wire_density.png
(3 px per um) 22 x 11 tiles, from dark purple (low) to yellow (high), scaled to the fullest tile. Values are wire area over tile area, all layers added.
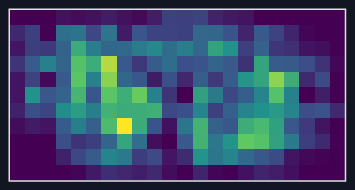
met3.png
(6 px per um) Cells faint in the background.
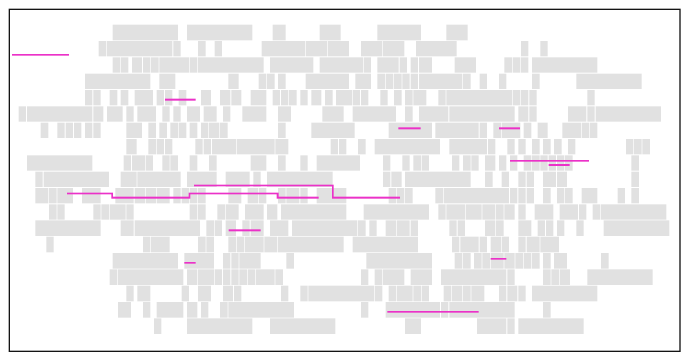
<file path="src/rtl/bmr_tdee_bt_debounce.sv">
// Per-channel pushbutton debouncer: polarity normalise, 2-flop synchroniser,
// stability counter, and registered press/release pulses aligned with the level change.
module bmr_tdee_bt_debounce #(
   parameter int unsigned WIDTH           = 2,
   parameter int unsigned DEBOUNCE_CYCLES = 500000,
   parameter bit          ACTIVE_LOW      = 1'b1
) (
   input  logic             clk,
   input  logic             reset,
   input  logic [WIDTH-1:0] key_raw,
   output logic [WIDTH-1:0] bt_level,
   output logic [WIDTH-1:0] bt_press,
   output logic [WIDTH-1:0] bt_release
);

   localparam int unsigned CW = (DEBOUNCE_CYCLES > 1) ? $clog2(DEBOUNCE_CYCLES) : 1;
   localparam logic [CW-1:0] CNT_LAST = CW'(DEBOUNCE_CYCLES - 1);

   logic [WIDTH-1:0] w_key_norm;
   logic [WIDTH-1:0] r_sync1;
   logic [WIDTH-1:0] r_sync2;
   logic [WIDTH-1:0] r_stable;
   logic [WIDTH-1:0] r_press;
   logic [WIDTH-1:0] r_release;
   logic [CW-1:0]    r_cnt [WIDTH];

   assign w_key_norm = ACTIVE_LOW ? ~key_raw : key_raw;

   always_ff @(posedge clk) begin
      if (reset) begin
         r_sync1   <= '0;
         r_sync2   <= '0;
         r_stable  <= '0;
         r_press   <= '0;
         r_release <= '0;
         for (int unsigned i = 0; i < WIDTH; i++) begin
            r_cnt[i] <= '0;
         end
      end else begin
         r_sync1   <= w_key_norm;
         r_sync2   <= r_sync1;
         r_press   <= '0;
         r_release <= '0;
         for (int unsigned i = 0; i < WIDTH; i++) begin
            if (r_sync2[i] == r_stable[i]) begin
               r_cnt[i] <= '0;
            end else if (r_cnt[i] == CNT_LAST) begin
               // Pulses register on the same edge as the level so they coincide with it.
               r_stable[i]  <= r_sync2[i];
               r_press[i]   <= r_sync2[i];
               r_release[i] <= ~r_sync2[i];
               r_cnt[i]     <= '0;
            end else begin
               r_cnt[i] <= r_cnt[i] + CW'(1);
            end
         end
      end
   end

   assign bt_level   = r_stable;
   assign bt_press   = r_press;
   assign bt_release = r_release;

endmodule

</file>
<file path="config.mk">
export PLATFORM = sky130hd
export DESIGN_NAME = bmr_tdee_bt_debounce
export DESIGN_NICKNAME = d
export VERILOG_FILES = /design/src/rtl/bmr_tdee_bt_debounce.sv
export SDC_FILE = /design/constraint.sdc
export NUM_CORES = 1
export LEC_CHECK = 0
export ABC_AREA = 1
export CORE_ASPECT_RATIO = 0.5
export CORE_UTILIZATION = 45
export CTS_BUF_LIST = sky130_fd_sc_hd__clkbuf_8
export CTS_CLUSTER_SIZE = 25
export DETAILED_ROUTE_END_ITERATION = 12
export PLACE_DENSITY = 0.67
export SLEW_MARGIN = 5
export SYNTH_ARGS = -nofsm -noshare
export SYNTH_HDL_FRONTEND = slang
export SYNTH_SLANG_ARGS = --single-unit
</file>
<file path="constraint.sdc">
create_clock -name clk -period 1.7 [get_ports clk]
set_input_delay 0.34 -clock clk [delete_from_list [all_inputs] [get_ports clk]]
set_output_delay 0.34 -clock clk [all_outputs]
set_load 0.005 [all_outputs]
</file>
==> Slide: Implementation Results <==
Synthesis and Place & Route Summary

Run status
  – Run status: finished clean

CTS
  – Root Buffer Master: clkbuf_8
  – TritonCTS clock tree: yes

GRT
  – Largest net degree at the start of global routing: 17
  – Overall track demand over capacity in global routing: 17.4%
  – Final global-route overflow total: 0

STA
  – RSZ-0062 raised after global routing: no
  – Final setup fails: 0
  – Final tally of max-slew violations: 0
  – Time the final worst path needs with I/O delays and setup: 1.58 ns
  – Count of endpoints failing hold in the final timing report: 0
  – Maximum clock rate: 632 MHz

Flow run
  – Count of maximum capacitance violations: 0
  – Log Warnings: 26

Synthesis
  – Cell area after technology mapping: 2700 sq um
  – Distinct cell type count of the synthesized netlist: 33
  – Area leader, netlist: edfxtp_1
  – Post-synthesis average cell area: 8.23 sq um
  – Yosys stat chip area: 2700 sq um

Power and ir drop
  – Leakage: 1.31 nW
  – Power density cells: 688 nW/um^2

Finish
  – Utilization after layout: 57.5%
  – Ant diodes: 0
  – Final #Nets: 399

Critical path
  – Required arrival time at the worst endpoint: 1.77 ns
  – Crit-path cells: ha_4, nand3_2, inv_2, nand3_4, o21bai_4, buf_12, a21oi_1
  – Class of the most critical setup path: reg2reg
  – Crit start category: flop
  – Crit Reg-Reg Startpoint: r_cnt[1][1]
  – Launch point of the worst path: r_cnt[1][1]

Die
  – Area of the core region: 5630 sq um
  – Total die area: 6330 sq um
  – Die span in x: 112 um
  – Number of top-level pins: 10

Routing
  – Via-per-instance ratio: 4.47

Placed design
  – Final RePlAce weighted congestion: 0.862
Notes on wire_density.png above:
densest ninth of the die: west
mean over tiles: 0.12
emptiest ninth of the die: north-east
nearly empty tiles: 17%
fullest tile: 0.46
tiles over half the peak: 17%

Notes on met3.png above:
longest straight run: 23.0 um
nets with wire on the layer: 7
main direction: horizontal
wire length on this layer: 141 um
share of all routed wire: 2.9%

==> flip-flops by register name, summed over array words and instances, names as in the netlist <==
register	cells
r_sync1	2
r_cnt	38
bt_press	2
bt_release	2
r_sync2	2
bt_level	2
==> cell usage in the layout (no fill, tap or decap), drive strengths merged <==
master	count
xnor2	4
clkinvlp	1
nand4	5
inv	41
conb	38
nor4	1
nor2	88
ha	2
buf	14
xor2	13
dfxtp	10
nand3	20
clkbuf	6
nor3	3
a21oi	8
or2	3
nand2	81
nor2b	1
clkdlybuf4s50	9
o21ai	4
nand3b	1
o21bai	2
and2	1
edfxtp	38
==> per-stage QoR <==
stage | instance area (sq um) | instances | setup WS [ns] | hold WS, ns
after floorplan | 2840 | 365 | 0.217 | 0.388
after CTS | 3200 | 465 | 0.0749 | 0.398
after global routing | 3240 | 467 | 0.00276 | 0.420
final | 3240 | 467 | 0.119 | 0.395
after detailed placement | 3100 | 457 | 0.0310 | 0.396
after global placement | 3100 | 457 | 0.0391 | 0.398
==> final timing paths <==
check,end,cells after the start
hold reg to reg,r_sync2[1],2
setup / recovery,r_cnt[1][7],7
setup reg to reg,r_cnt[1][7],7
hold / removal,r_sync2[1],2
==> what timing repair did <==
action                     CTS  global route
setup endpoints to repair    0            13
buffers inserted             0             2
gates resized                0             5
==> power by group <==
group	internal, mW	switching [mW]	leakage (nW)	total (mW)
sequential	1.31	0.0406	0.474	1.35
clock	0.331	0.407	0.0477	0.738
combinational	0.0593	0.0836	0.793	0.143
total	1.70	0.532	1.31	2.23
==> worst max-delay path, delay by kind of cell (launching register included) <==
family,cells,cell delay (ns)
flops,1,0.41
buf+inv,2,0.29
simple gates,2,0.24
compound gates,2,0.23
fa+ha+maj,1,0.16
==> layer usage <==
metal	wire length [um]	vias up	part of all wire (%)	GRT usage, %
li1	-	1132	-	-
met1	2350	930	49	19.8
met2	2240	16	47	30.8
met3	140	9	2.9	4.97
met4	80	0	1.7	7.92
met5	0	-	0	0
==> final cells by class <==
cell class / count / area [sq um] / area share (%)
Clock inverter: 2 / 13.8 / 0.425
Sequential cell: 48 / 1340 / 41.4
Multi-Input combinational cell: 275 / 1340 / 41.4
Clock buffer: 6 / 82.6 / 2.55
Timing Repair Buffer: 23 / 220 / 6.80
Tap cell: 73 / 91.3 / 2.82
Inverter: 40 / 150 / 4.63
==> cells by family after synthesis <==
| kind of cell | share of synthesized area [%] |
|---|---|
| XOR/XNOR | 5.51 |
| AND-OR/OR-AND | 3.20 |
| adder cells (fa/ha/maj) | 0.927 |
| flip-flops | 49.7 |
| other | 0.139 |
| buffers and inverters | 6.72 |
| AND/OR/NAND/NOR | 33.8 |
Power figures rest on the tool's default switching activity, not on a simulated workload.
